Run 1, placement by cell class:
Bar = 20 um.
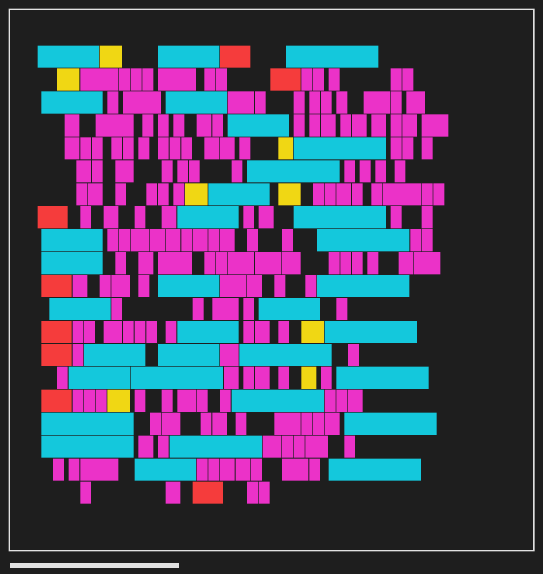
Run 1, clock distribution:
Bar = 20 um.
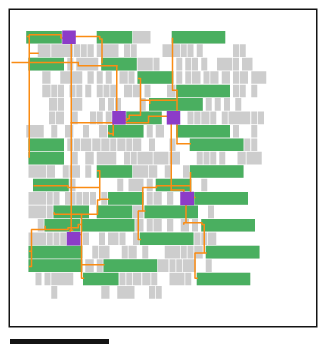
Run 1, clock wiring as the flow saved it:
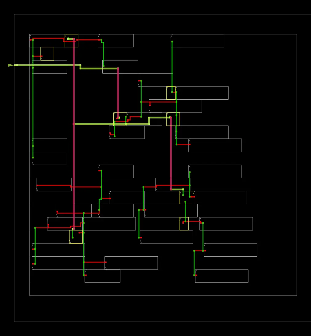
Run 1, selected gate families:
Bar = 20 um.
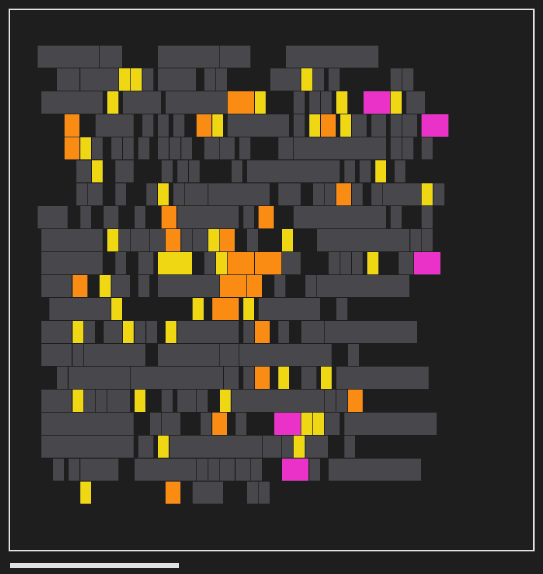
==> src/rtl/sr_debounce_driver_if.sv <==
// Button inputs and latch-drive outputs of the SR latch front end.
// The master drives the raw buttons; the slave (driver) produces the pulses.
interface sr_debounce_driver_if;
    logic btn_s;
    logic btn_r;
    logic s;
    logic r;
    logic busy;
    logic last;
    logic conflict;

    modport master (
        output btn_s, btn_r,
        input  s, r, busy, last, conflict
    );

    modport slave (
        input  btn_s, btn_r,
        output s, r, busy, last, conflict
    );
endinterface

==> src/rtl/sr_debounce_driver.sv <==
// Debounces two raw pushbuttons and turns each press into a fixed-width,
// mutually exclusive s/r pulse for a NOR SR latch, with a guard gap between pulses.
module sr_debounce_driver #(
    parameter int unsigned DB_CYCLES = 4,
    parameter int unsigned PULSE_W   = 2,
    parameter int unsigned CW        = 8
) (
    input logic                 clk,
    input logic                 rst,
    sr_debounce_driver_if.slave bus
);
    localparam int unsigned PCW = (PULSE_W > 1) ? $clog2(PULSE_W) : 1;
    localparam logic [CW-1:0]  DbLast = CW'(DB_CYCLES - 1);
    localparam logic [PCW-1:0] PwLast = PCW'(PULSE_W - 1);

    typedef enum logic [1:0] {StIdle, StPulseS, StPulseR, StGap} state_t;

    // Channel index 0 is set, 1 is reset.
    logic [1:0]    btn;
    logic [1:0]    sync1;
    logic [1:0]    sync2;
    logic [1:0]    stable;
    logic [1:0]    stable_d;
    logic [CW-1:0] cnt [2];
    logic [1:0]    req;

    state_t         state;
    logic [PCW-1:0] pcnt;
    logic           pend_s;
    logic           pend_r;
    logic           s_q;
    logic           r_q;
    logic           last_q;
    logic           conflict_q;

    assign btn = {bus.btn_r, bus.btn_s};
    assign req = stable & ~stable_d;

    always_ff @(posedge clk) begin
        if (rst) begin
            sync1    <= '0;
            sync2    <= '0;
            stable   <= '0;
            stable_d <= '0;
            for (int i = 0; i < 2; i++) begin
                cnt[i] <= '0;
            end
        end else begin
            sync1    <= btn;
            sync2    <= sync1;
            stable_d <= stable;
            for (int i = 0; i < 2; i++) begin
                if (sync2[i] == stable[i]) begin
                    cnt[i] <= '0;
                end else if (cnt[i] == DbLast) begin
                    stable[i] <= ~stable[i];
                    cnt[i]    <= '0;
                end else begin
                    cnt[i] <= cnt[i] + 1'b1;
                end
            end
        end
    end

    always_ff @(posedge clk) begin
        if (rst) begin
            state      <= StIdle;
            pcnt       <= '0;
            pend_s     <= 1'b0;
            pend_r     <= 1'b0;
            s_q        <= 1'b0;
            r_q        <= 1'b0;
            last_q     <= 1'b0;
            conflict_q <= 1'b0;
        end else begin
            conflict_q <= req[0] & req[1];
            unique case (state)
                StIdle: begin
                    pcnt <= '0;
                    // Reset wins so the latch is never driven toward both states at once.
                    if (pend_r || req[1]) begin
                        state  <= StPulseR;
                        r_q    <= 1'b1;
                        pend_r <= 1'b0;
                        pend_s <= pend_s | req[0];
                    end else if (pend_s || req[0]) begin
                        state  <= StPulseS;
                        s_q    <= 1'b1;
                        pend_s <= 1'b0;
                    end
                end
                StPulseS, StPulseR: begin
                    pend_s <= pend_s | req[0];
                    pend_r <= pend_r | req[1];
                    if (pcnt == PwLast) begin
                        state  <= StGap;
                        s_q    <= 1'b0;
                        r_q    <= 1'b0;
                        last_q <= (state == StPulseS);
                        pcnt   <= '0;
                    end else begin
                        pcnt <= pcnt + 1'b1;
                    end
                end
                StGap: begin
                    pend_s <= pend_s | req[0];
                    pend_r <= pend_r | req[1];
                    state  <= StIdle;
                end
                default: begin
                    state <= StIdle;
                    s_q   <= 1'b0;
                    r_q   <= 1'b0;
                end
            endcase
        end
    end

    assign bus.s        = s_q;
    assign bus.r        = r_q;
    assign bus.last     = last_q;
    assign bus.conflict = conflict_q;
    assign bus.busy     = (state != StIdle) | pend_s | pend_r;
endmodule

==> src/flat_wrapper.sv <==
// flat-port wrapper written by rule: the top's interface ports become plain ports
module sr_debounce_driver_flat 
#(
    parameter int unsigned DB_CYCLES = 4,
    parameter int unsigned PULSE_W   = 2,
    parameter int unsigned CW        = 8
)
  (clk, rst, bus_btn_s, bus_btn_r, bus_s, bus_r, bus_busy, bus_last, bus_conflict);
  sr_debounce_driver_if bus_i ();
  input logic clk;
  input logic rst;
  input wire logic [$bits(bus_i.btn_s)-1:0] bus_btn_s;
  input wire logic [$bits(bus_i.btn_r)-1:0] bus_btn_r;
  output wire logic [$bits(bus_i.s)-1:0] bus_s;
  output wire logic [$bits(bus_i.r)-1:0] bus_r;
  output wire logic [$bits(bus_i.busy)-1:0] bus_busy;
  output wire logic [$bits(bus_i.last)-1:0] bus_last;
  output wire logic [$bits(bus_i.conflict)-1:0] bus_conflict;
  assign bus_i.btn_s = bus_btn_s;
  assign bus_i.btn_r = bus_btn_r;
  assign bus_s = bus_i.s;
  assign bus_r = bus_i.r;
  assign bus_busy = bus_i.busy;
  assign bus_last = bus_i.last;
  assign bus_conflict = bus_i.conflict;
  sr_debounce_driver #(.DB_CYCLES(DB_CYCLES), .PULSE_W(PULSE_W), .CW(CW)) u_core (.clk(clk), .rst(rst), .bus(bus_i));
endmodule
==> config.mk <==
export PLATFORM = sky130hd
export DESIGN_NAME = sr_debounce_driver_flat
export DESIGN_NICKNAME = d
export VERILOG_FILES = /design/src/rtl/sr_debounce_driver_if.sv /design/src/rtl/sr_debounce_driver.sv /design/src/flat_wrapper.sv
export SDC_FILE = /design/constraint.sdc
export NUM_CORES = 1
export LEC_CHECK = 0
export ABC_AREA = 1
export CORE_AREA = 3 3 59 61
export DETAILED_ROUTE_END_ITERATION = 16
export DIE_AREA = 0 0 62 64
export PLACE_DENSITY = 0.81
export SKIP_CTS_REPAIR_TIMING = 1
export SLEW_MARGIN = 10
export SYNTH_ARGS = -nofsm -noshare
export SYNTH_HDL_FRONTEND = slang
export SYNTH_SLANG_ARGS = --single-unit
==> constraint.sdc <==
create_clock -name clk -period 3.3 [get_ports clk]
set_clock_uncertainty 0.1 [all_clocks]
set_input_delay 0.66 -clock clk [delete_from_list [all_inputs] [get_ports clk]]
set_output_delay 0.66 -clock clk [all_outputs]
set_load 0.01 [all_outputs]
==> notes.md, run 1 <==
run metrics: outcome=completed, Synth top area share=0.290, Logic Gate Count=149, Mapped Cells=206, slowest library cell on the worst path=clkdlybuf4s50_1, Setup WS pre-CTS=1.04 ns, logic share of the area=0.387, dpl cell area=0.00184 sq mm, Slew Limit Fails=0, Tap Cells=44, PortBufs=8, synth cell count leaders=nor2_1 (39), inv_1 (35), nand2_1 (34), dfxtp_1 (17), edfxtp_1 (16), Fillers=275, delay of the slowest cell on the worst path=0.54 ns, dominant logic cell types in the final layout=nor2_1 (39), inv_1 (35), nand2_1 (34), fin cells=280, synthesis area per yosys=0.00166 sq mm, CP Capture Point=bus_busy, Post-synth EDFFs=16, Max IR drop VDD=0.389 mV, max frequency=403 MHz, Iter 0 DRT Violations=80, final WL=2630 um, row cnt=20, die height=64 um, Total Power=1.07 mW, Final setup viols=0, DIE AREA=0.00397 sq mm, Reg clk slew, reported paths=0.10 ns, final hold violations=0, pin count of the biggest net entering global routing=12, Syn Area/Cell=8.05 sq um, Unique cell types=23, Layout area overhead=14.2%
Back to the opening pictures, 'placement by cell class':
| color | class | cells | share of their area |
|---|---|---|---|
| magenta | combinational and other logic | 187 | 48% |
| cyan | flops | 33 | 45% |
| red | other buffers and delay cells | 8 | 4.4% |
| yellow | clock drivers and dummy loads | 8 | 3.0% |

Back to the opening pictures, 'clock distribution':
[green] flip-flops | count: 33
[orange] clock wires | length: 342 um
[purple] clock drivers | count: 5
routed clock nets: 6

Back to the opening pictures, 'clock wiring as the flow saved it':
flop count: 33
# clk buffers: 5
clock sink count: 33
P_clk: 0.211 mW
clock latency on the worst-skew pair: 0.33 ns

Back to the opening pictures, 'selected gate families':
| color | family | cells |
|---|---|---|
| magenta | XOR/XNOR gates | 5 |
| yellow | inverters | 38 |
| orange | inverting AOI/OAI gates | 21 |

## run 1: power by group
| part | total (mW) | switching (mW) | leakage [nW] | internal, mW |
|---|---|---|---|---|
| Combinational | 0.357 | 0.210 | 0.527 | 0.147 |
| Clock | 0.211 | 0.131 | 0.0310 | 0.0802 |
| Sequential | 0.498 | 0.0268 | 0.304 | 0.472 |
| Total | 1.07 | 0.368 | 0.862 | 0.698 |
## run 1: tightest hold or removal path, cell delays in order (launching register included)
cell     delay (ns)
dfxtp_1        0.31
inv_1          0.04
nor2_1         0.03
## run 1: logic make-up after synthesis
group / after synthesis / synth area share
other: 1 / 0.00226
AOI/OAI and AO/OA: 21 / 0.0747
xor gates and xnor gates: 5 / 0.0264
and+or+nand+nor: 101 / 0.259
adders and majority gates: 6 / 0.0453
buffers and inverters: 39 / 0.0974
DFF: 33 / 0.495
## run 1: layer usage
metal	vias up	global-route usage	routed length [um]
li1	685	-	-
met1	586	0.192	1180
met2	23	0.259	1280
met3	9	0.0424	90
met4	0	0.0849	74
met5	-	0	0
## run 1: state kept, by name (all words and copies together) (netlist names)
register and cells:
u_core.pcnt 1, u_core.stable_d 2, u_core.bus.conflict 1, u_core.stable 2
u_core.state 2, u_core.bus.last 1, u_core.bus.s 1, u_core.sync2 2
u_core.cnt 16, u_core.bus.r 1, u_core.pend_r 1, u_core.pend_s 1
u_core.sync1 2
## run 1: worst min-delay path by stage
stage / from / endpoint / depth (start not counted)
finish: u_core.sync1[1] / u_core.sync2[1] / 2
global route: u_core.sync1[0] / u_core.sync2[0] / 2
CTS: u_core.sync1[1] / u_core.sync2[1] / 2
detailed placement: u_core.sync1[1] / u_core.sync2[1] / 2
global placement: u_core.sync1[1] / u_core.sync2[1] / 2
floorplan: u_core.sync1[0] / u_core.sync2[0] / 2
## Run 2: what changed since run 1
- CORE_AREA: 3 3 59 61 -> 3 3 61 63
- DIE_AREA: 0 0 62 64 -> 0 0 64 66
- PLACE_DENSITY: 0.81 -> 0.79
- clock period: 3.3 -> 2.1 ns (I/O delays scaled with it)
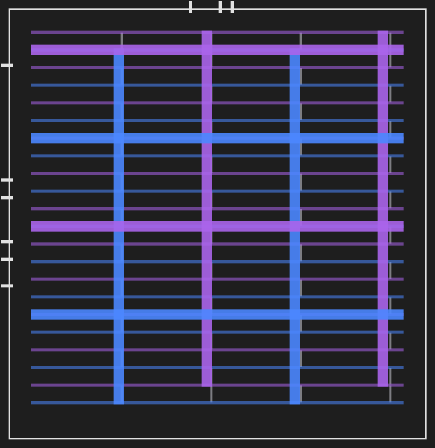
Run 2: power grid
Pins as bars on the die edge. Tap cells in gray.
| color | net |
|---|---|
| blue | VSS |
| purple | VDD |
met1 rails: 22
tap cells: 46
signal pins: 9
rows: 21
met4 straps: 4

==> run 2 against run 1 <==
  * Core utilization down 4.5 points
  * Worst setup slack worse by 0.55 ns
  * Area after synthesis unchanged
  * Sequential share of layout area down 0.22 points
  * Count of clock-buffer cells in the layout up 1
  * Synthesized cell count unchanged
  * Die area up 6.5%
  * Critical path type unchanged
  * Highest routed layer unchanged
==> notes.md, run 2 <==
run metrics: outcome=completed, IO Pins=9, DIE AREA=0.00422 sq mm, synthesis area per yosys=0.00166 sq mm, leakage power=0.880 nW, synth cell count leaders=nor2_1 (39), inv_1 (35), nand2_1 (34), dfxtp_1 (17), edfxtp_1 (16), Pint=1.11 mW, Mapped Cells=206, delay of the slowest cell on the worst path=0.33 ns, die height=66 um, Setup WS pre-CTS=0.256 ns, max frequency=545 MHz, Total GRT Usage=0.149, Total Power=1.68 mW, slowest library cell on the worst path=dfxtp_1, PortBufs=8, Layout area overhead=14.9%, final hold violations=0, row cnt=21, Syn Area/Cell=8.05 sq um, final WL=2580 um, Max IR drop VDD=0.884 mV, pin count of the biggest net entering global routing=11, Comb power frac=0.335, Synth top area share=0.290, switch share=0.342, Unique cell types=23, Net Switching=0.575 mW, Final setup viols=0, Post-synth EDFFs=16, dpl cell area=0.00185 sq mm, clock sink count=33, clock latency on the worst-skew pair=0.33 ns, dominant logic cell types in the final layout=nor2_1 (39), inv_1 (35), nand2_1 (34), Hold/Removal Path Class=register to register, max reg flops=16, Reg clk slew, reported paths=0.10 ns, fin crit share=0.873, Largest Register=u_core.cnt, fin cells=283, first-pass GRT wire length=4810 um, Reg power frac=0.468
-- run 2: layer usage --
| layer | part of all wire | GRT usage |
|---|---|---|
| met5 | 0 | 0 |
| met3 | 0.035 | 0.0561 |
| met1 | 0.46 | 0.174 |
| met2 | 0.48 | 0.239 |
| met4 | 0.022 | 0.0728 |
-- run 2: final cells by class --
cell class,instances,share of cell area
clock buffer,6,0.0217
sequential,33,0.431
tap,46,0.0302
timing repair buffer,9,0.0473
clock inverter,2,0.00525
inverter,38,0.0788
multi-input combinational,149,0.385
-- run 2: kinds of logic (layout without fill, tap and decap cells) --
kind of cell | Yosys count | after routing | share of synthesized area
other | 1 | 16 | 0.00226
xor gates and xnor gates | 5 | 5 | 0.0264
adders and majority gates | 6 | 6 | 0.0453
DFF | 33 | 33 | 0.495
and+or+nand+nor | 101 | 101 | 0.259
AOI/OAI and AO/OA | 21 | 21 | 0.0747
buffers and inverters | 39 | 55 | 0.0974
-- run 2: worst min-delay path, stage by stage, from the launching register on --
cell,delay [ns]
dfxtp_1,0.31
inv_1,0.04
nor2_1,0.03
-- run 2: power groups by stage --
stage / sequential (mW) / clock (mW) / combinational [mW]
floorplan: 0.800 / 0 / 0.396
global placement: 0.795 / 0 / 0.545
detailed placement: 0.799 / 0 / 0.550
CTS: 0.784 / 0.347 / 0.555
global route: 0.793 / 0.380 / 0.656
finish: 0.786 / 0.332 / 0.563
-- run 2: worst paths after layout --
kind                    from         endpoint  cells after the start
max          u_core.state[1]         bus_busy                      4
max reg2reg  u_core.state[1]  u_core.state[0]                      9
min          u_core.sync1[1]  u_core.sync2[1]                      2
min reg2reg  u_core.sync1[1]  u_core.sync2[1]                      2
Power is estimated from default activity; no workload was simulated.
